`config.mk`:
```
export PLATFORM = sky130hd
export DESIGN_NAME = dispatcher
export DESIGN_NICKNAME = d
export VERILOG_FILES = /design/src/rtl/dispatcher.sv
export SDC_FILE = /design/constraint.sdc
export NUM_CORES = 1
export LEC_CHECK = 0
export CAP_MARGIN = 10
export CORE_AREA = 4 4 187 189
export DETAILED_ROUTE_END_ITERATION = 10
export DIE_AREA = 0 0 191 193
export PLACE_DENSITY = 0.68
export SETUP_SLACK_MARGIN = 0.5
export SYNTH_ARGS = -nofsm -noshare
export SYNTH_HDL_FRONTEND = slang
export SYNTH_SLANG_ARGS = --single-unit
export TNS_END_PERCENT = 1
```
`constraint.sdc`:
```
create_clock -name clk -period 2.4 [get_ports clk]
set_clock_uncertainty 0.1 [all_clocks]
set_input_delay 0.6 -clock clk [delete_from_list [all_inputs] [get_ports clk]]
set_output_delay 0.6 -clock clk [all_outputs]
set_load 0.005 [all_outputs]
```
`src/rtl/dispatcher.sv`:
```
// Dispatch stage: resolves source operands, allocates a ROB alias and issues one registered packet to RS or LSB.
// Optional DISP_PERF_CNT_EN adds perf_disp_cnt / perf_stall_cnt counters.
module dispatcher #(
   parameter int ROB_W  = 4,
   parameter int DATA_W = 32,
   parameter int OPT_W  = 6
) (
   input  logic              clk,
   input  logic              rst,
   input  logic              rdy,
   input  logic              rollback_from_rob,
   input  logic              valid_from_dec,
   input  logic              to_lsb_from_dec,
   input  logic [OPT_W-1:0]  inst_type_from_dec,
   input  logic [DATA_W-1:0] pc_from_dec,
   input  logic [DATA_W-1:0] imm_from_dec,
   input  logic [4:0]        rd_from_dec,
   input  logic [4:0]        rs1_from_dec,
   input  logic [4:0]        rs2_from_dec,
   output logic              stall_to_dec,
   input  logic              rob_full,
   input  logic [ROB_W-1:0]  rob_tail_alias,
   input  logic              rs_full,
   input  logic              lsb_full,
   output logic [4:0]        rs1_to_rf,
   output logic [4:0]        rs2_to_rf,
   input  logic [ROB_W-1:0]  Q1_from_rf,
   input  logic [ROB_W-1:0]  Q2_from_rf,
   input  logic [DATA_W-1:0] V1_from_rf,
   input  logic [DATA_W-1:0] V2_from_rf,
   output logic [ROB_W-1:0]  query1_to_rob,
   output logic [ROB_W-1:0]  query2_to_rob,
   input  logic              ready1_from_rob,
   input  logic              ready2_from_rob,
   input  logic [DATA_W-1:0] value1_from_rob,
   input  logic [DATA_W-1:0] value2_from_rob,
   input  logic              valid_from_alu,
   input  logic [ROB_W-1:0]  alias_from_alu,
   input  logic [DATA_W-1:0] result_from_alu,
   input  logic              valid_from_lsb,
   input  logic [ROB_W-1:0]  alias_from_lsb,
   input  logic [DATA_W-1:0] result_from_lsb,
   output logic              valid_to_rs,
   output logic              valid_to_lsb,
   output logic [DATA_W-1:0] pc_to_exec,
   output logic [DATA_W-1:0] imm_to_exec,
   output logic [DATA_W-1:0] Vi_to_exec,
   output logic [DATA_W-1:0] Vj_to_exec,
   output logic [OPT_W-1:0]  inst_type_to_exec,
   output logic [ROB_W-1:0]  rd_to_exec,
   output logic [ROB_W-1:0]  Qi_to_exec,
   output logic [ROB_W-1:0]  Qj_to_exec,
   output logic              valid_to_rob,
   output logic [4:0]        rd_to_rob,
   output logic              rename_valid_to_rf,
   output logic [ROB_W-1:0]  rename_alias_to_rf
`ifdef DISP_PERF_CNT_EN
   ,
   output logic [31:0]       perf_disp_cnt,
   output logic [31:0]       perf_stall_cnt
`endif
);

   logic              validRs_q, validLsb_q, validRob_q, renameValid_q;
   logic [DATA_W-1:0] pc_q, imm_q, vi_q, vj_q, vi_d, vj_d;
   logic [OPT_W-1:0]  instType_q;
   logic [ROB_W-1:0]  rdAlias_q, qi_q, qj_q, qi_d, qj_d;
   logic [4:0]        rdArch_q;
   logic              bypValid_q;
   logic [4:0]        bypRd_q;
   logic [ROB_W-1:0]  bypAlias_q;
   logic              accept, bypHit1, bypHit2;

   // A pulse still sitting on the output occupies the only free slot we may assume.
   assign stall_to_dec = rob_full | (to_lsb_from_dec ? (lsb_full | validLsb_q)
                                                      : (rs_full | validRs_q));
   assign accept = valid_from_dec & ~stall_to_dec & rdy & ~rollback_from_rob;

   assign rs1_to_rf     = rs1_from_dec;
   assign rs2_to_rf     = rs2_from_dec;
   assign query1_to_rob = Q1_from_rf;
   assign query2_to_rob = Q2_from_rf;

   assign bypHit1 = bypValid_q && (bypRd_q != 5'd0) && (bypRd_q == rs1_from_dec);
   assign bypHit2 = bypValid_q && (bypRd_q != 5'd0) && (bypRd_q == rs2_from_dec);

   function automatic logic [ROB_W+DATA_W-1:0] resolveOperand(
      input logic [4:0]        rs,
      input logic [ROB_W-1:0]  qRf,
      input logic [DATA_W-1:0] vRf,
      input logic              robReady,
      input logic [DATA_W-1:0] robValue,
      input logic              bypHit,
      input logic [ROB_W-1:0]  bypAlias,
      input logic              aluValid,
      input logic [ROB_W-1:0]  aluAlias,
      input logic [DATA_W-1:0] aluResult,
      input logic              lsbValid,
      input logic [ROB_W-1:0]  lsbAlias,
      input logic [DATA_W-1:0] lsbResult);
      logic [ROB_W-1:0] tag;
      if (rs == 5'd0) return '0;
      if (bypHit) tag = bypAlias;
      else if (qRf == '0) return {{ROB_W{1'b0}}, vRf};
      else tag = qRf;
      if (lsbValid && lsbAlias == tag) return {{ROB_W{1'b0}}, lsbResult};
      if (aluValid && aluAlias == tag) return {{ROB_W{1'b0}}, aluResult};
      // The ROB was queried with the register-file tag, which is stale on a bypass hit.
      if (!bypHit && robReady) return {{ROB_W{1'b0}}, robValue};
      return {tag, {DATA_W{1'b0}}};
   endfunction

   always_comb begin
      {qi_d, vi_d} = resolveOperand(rs1_from_dec, Q1_from_rf, V1_from_rf, ready1_from_rob,
                                    value1_from_rob, bypHit1, bypAlias_q,
                                    valid_from_alu, alias_from_alu, result_from_alu,
                                    valid_from_lsb, alias_from_lsb, result_from_lsb);
      {qj_d, vj_d} = resolveOperand(rs2_from_dec, Q2_from_rf, V2_from_rf, ready2_from_rob,
                                    value2_from_rob, bypHit2, bypAlias_q,
                                    valid_from_alu, alias_from_alu, result_from_alu,
                                    valid_from_lsb, alias_from_lsb, result_from_lsb);
   end

   always_ff @(posedge clk or negedge rst) begin
      if (!rst) begin
         validRs_q     <= 1'b0;
         validLsb_q    <= 1'b0;
         validRob_q    <= 1'b0;
         renameValid_q <= 1'b0;
         pc_q          <= '0;
         imm_q         <= '0;
         vi_q          <= '0;
         vj_q          <= '0;
         instType_q    <= '0;
         rdAlias_q     <= '0;
         qi_q          <= '0;
         qj_q          <= '0;
         rdArch_q      <= '0;
         bypValid_q    <= 1'b0;
         bypRd_q       <= '0;
         bypAlias_q    <= '0;
      end else if (rdy) begin
         validRs_q     <= accept & ~to_lsb_from_dec;
         validLsb_q    <= accept & to_lsb_from_dec;
         validRob_q    <= accept;
         renameValid_q <= accept & (rd_from_dec != 5'd0);
         bypValid_q    <= accept;
         if (accept) begin
            pc_q       <= pc_from_dec;
            imm_q      <= imm_from_dec;
            vi_q       <= vi_d;
            vj_q       <= vj_d;
            qi_q       <= qi_d;
            qj_q       <= qj_d;
            instType_q <= inst_type_from_dec;
            rdAlias_q  <= rob_tail_alias;
            rdArch_q   <= rd_from_dec;
            bypRd_q    <= rd_from_dec;
            bypAlias_q <= rob_tail_alias;
         end
      end
   end

   assign valid_to_rs        = validRs_q;
   assign valid_to_lsb       = validLsb_q;
   assign valid_to_rob       = validRob_q;
   assign rename_valid_to_rf = renameValid_q;
   assign pc_to_exec         = pc_q;
   assign imm_to_exec        = imm_q;
   assign Vi_to_exec         = vi_q;
   assign Vj_to_exec         = vj_q;
   assign Qi_to_exec         = qi_q;
   assign Qj_to_exec         = qj_q;
   assign inst_type_to_exec  = instType_q;
   assign rd_to_exec         = rdAlias_q;
   assign rename_alias_to_rf = rdAlias_q;
   assign rd_to_rob          = rdArch_q;

`ifdef DISP_PERF_CNT_EN
   logic [31:0] perfDisp_q, perfStall_q;

   // Counters survive rollback so they reflect total activity since reset.
   always_ff @(posedge clk or negedge rst) begin
      if (!rst) begin
         perfDisp_q  <= '0;
         perfStall_q <= '0;
      end else begin
         if (accept) perfDisp_q <= perfDisp_q + 32'd1;
         if (valid_from_dec & stall_to_dec & rdy) perfStall_q <= perfStall_q + 32'd1;
      end
   end

   assign perf_disp_cnt  = perfDisp_q;
   assign perf_stall_cnt = perfStall_q;
`endif

endmodule

```
==> impl_table.tex <==
% Synthesis and place-and-route results
\begin{tabular}{lr}
\hline
Metric & Value \\
\hline
\multicolumn{2}{l}{\textbf{Final timing}} \\
Final hold violations & 0 \\
Total count of max-transition violations in the final report & 0 \\
Setup total negative slack & -19.78 ns \\
Minimum clock period after layout & roughly 2.8 ns \\
Max-slew headroom & around half \\
Final period utilization & 115\% \\
Setup violators final & 72 \\
Worst Tran Pin Value & roughly 0.74 ns \\
Setup repair after global routing missed its margin & true \\
Worst Slack Setup Final & -0.353 ns \\
\multicolumn{2}{l}{\textbf{Cells and area}} \\
Area taken by multi-input logic gates & about 5700 um\^{}2 \\
Count of flip-flops and latches & 155 \\
Number of non-clock inverters & 12 \\
Clock Network Area Fraction & 3.25\% \\
Number of inserted filler cells in the final layout & 3008 \\
Fraction of layout instances using a drive strength above 1 & 22.1\% \\
Number of nets in the finished design & approximately 2000 \\
\# diodes & 3 \\
Most area-hungry cell class in the final design & buffers \\
Sequential cell area & 3880 um\^{}2 \\
Sequential share of cell area & 21.9\% \\
\multicolumn{2}{l}{\textbf{Run status}} \\
Violated checks & setup timing \\
Run status & finished, violations left \\
\multicolumn{2}{l}{\textbf{Die}} \\
TAP cells & 448 \\
Placeable core region & 33300 um\^{}2 \\
Boundary Pins & 488 \\
Initial Utilization & 29.1\% \\
Horizontal extent of the die & 191 um \\
Placement row count & 67 \\
\multicolumn{2}{l}{\textbf{Yosys}} \\
Share of flip-flops with an asynchronous set or reset & 100\% \\
Synth Area in Simple Gates & between 20\% and 30\% \\
Synth Warn \# & 0 \\
Syn Inst Count & around 1100 \\
Multiplexer share of the synthesized area & under 10\% \\
Leading cell type by number of instances after synthesis & nand2\_1 \\
Area reported by Yosys stat & 9670 um\^{}2 \\
Post-synthesis instance area & a little under 10000 um\^{}2 \\
Dominant cells by area after synthesis & dfrtp\_1, nand2\_1, o311ai\_1, a32oi\_1, nand4\_1 \\
Post-synthesis cell type with the largest combined area & dfrtp\_1 \\
Most frequent cells after synthesis & nand2\_1, dfrtp\_1, o311ai\_1 \\
Register area share after synthesis & around 40\% \\
Number of nets in the synthesized netlist & between 1000 and 1500 \\
Compound-gate portion of the synthesized area & between 20\% and 30\% \\
FA/HA/MAJ Cells, Area Fraction & 0\% \\
\multicolumn{2}{l}{\textbf{Global routing}} \\
Vias in the first global route & approximately 13000 \\
Largest net degree at the start of global routing & between 60 and 70 \\
GRT Residual Overflow & 0 \\
Global-route met3 utilization & under 10\% \\
Global-route wire length before repair & around 74000 um \\
GR met2 Demand/Resource & 44.4\% \\
\multicolumn{2}{l}{\textbf{Routing}} \\
Uppermost layer routed & met4 \\
Number of design rule violations left after detail routing & 0 \\
Routed metal-1 wirelength & 18600 um \\
Met3 wire length & roughly 5300 um \\
Post-DRT Antenna Nets & 0 \\
\multicolumn{2}{l}{\textbf{Worst setup path}} \\
Slowest stage cell, crit path & or4\_4 \\
Category of the critical setup timing path & reg2reg \\
Worst-case reg-to-reg path depth & 10 \\
Stages on worst setup path & 10 \\
Cell family contributing the most delay on the critical path & AND-OR/OR-AND gates \\
Data arrival time of the critical path & between 2 and 3 ns \\
Worst EP required & between 2 and 3 ns \\
Destination of the critical timing path & Qj\_to\_exec[2] \\
Crit path cell chain & or4\_4, buf\_6, o211a\_4, buf\_4, a41oi\_2, a32o\_2, buf\_6, buf\_4, inv\_2, o41ai\_2 \\
Critical path peak fanout & 4 \\
Delay contributed by the slowest stage of the critical path & 0.57 ns \\
Register-to-register setup slack & -0.35 ns \\
Endpoint kind of the worst setup timing path & flop \\
\multicolumn{2}{l}{\textbf{Placed design}} \\
Post-Place Setup Slack & -0.880 ns \\
Quantity of I/O buffers inserted on ports & between 400 and 500 \\
Placed cell count & roughly 2100 \\
Instance area at placement & about 16000 um\^{}2 \\
Placer's final routability congestion estimate & roughly 0.88 \\
Placed wire-length estimate after detailed placement & about 36000 um \\
\multicolumn{2}{l}{\textbf{Clock network}} \\
Num CTS Buffers & 17 \\
CTS max path bufs & 2 \\
Setup Fix Bufs, Post-CTS & 8 \\
TritonCTS clock tree & built \\
\multicolumn{2}{l}{\textbf{Power}} \\
Static leakage & between 7 and 8 nW \\
NetSw & $\sim$0.0029 W \\
Clock group share of total power & a little over 30\% \\
Total power of the final layout & between 0.009 and 0.01 W \\
Proportion of power drawn by combinational gates & 34.1\% \\
Pwr per Cell Area & between 500 and 600 nW/um\^{}2 \\
Switching portion of total power & between 30\% and 40\% \\
Leading power group & sequential cells \\
Reported combinational group power & around 0.0031 W \\
\multicolumn{2}{l}{\textbf{Min path}} \\
Classification of the worst-slack hold path & in2async \\
\multicolumn{2}{l}{\textbf{Flow run}} \\
OpenROAD warning count & 29 \\
\hline
\end{tabular}
==> images/layers.png <==
Two of the layers only.
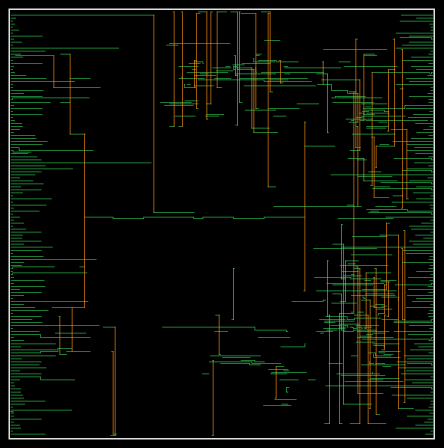
[M4] orange | wire length: 2530 um
[M3] green | wire length: 5330 um
final wirelength: 50400 um
average detailed-routed wire length per instance: 23.2 um
vias after detailed routing: 12000
GR Util All Layers: 26.0%

==> images/ff_map.png <==
The bar under the picture is 50 um long.
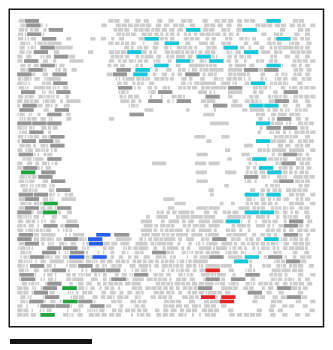
[`inst_type_to_exec`] green | sequential cells: 6
[`Qi_to_exec`] red | sequential cells: 4
[`bypRd_q`] blue | sequential cells: 5 | where: south-west
[`Vj_to_exec`] cyan | sequential cells: 32
end-of-flow core utilization: 53.2%
power dissipated in sequential cells: 0.00324 W

==> images/gates.png <==
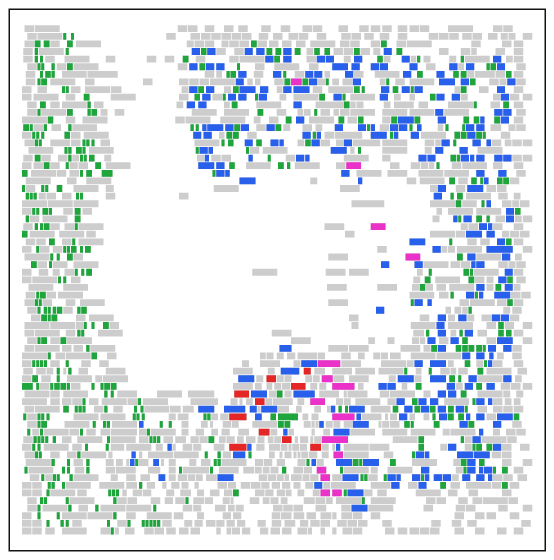
[non-inverting ao/oa cells] red | cells: 10 | where: south
[aoi and oai cells] blue | cells: 259
[nand cells] green | cells: 428 | where: all over the die
[mux cells] magenta | cells: 15
fraction of standard cell area in multi-input logic: 31.9%
top logic cell by instance count in the layout: clkdlybuf4s50_1
final instance count without filler cells: 2168

==> images/congestion_map.png <==
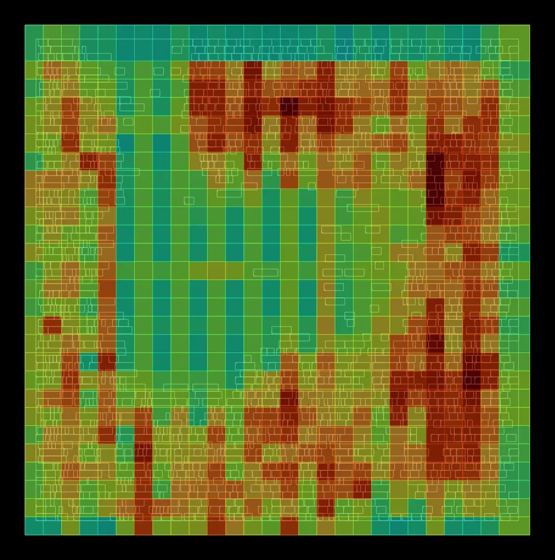
most used routing layer in global routing: met2
GRT met1 Usage: 29.9%

Power and IR drop assume default switching activity.
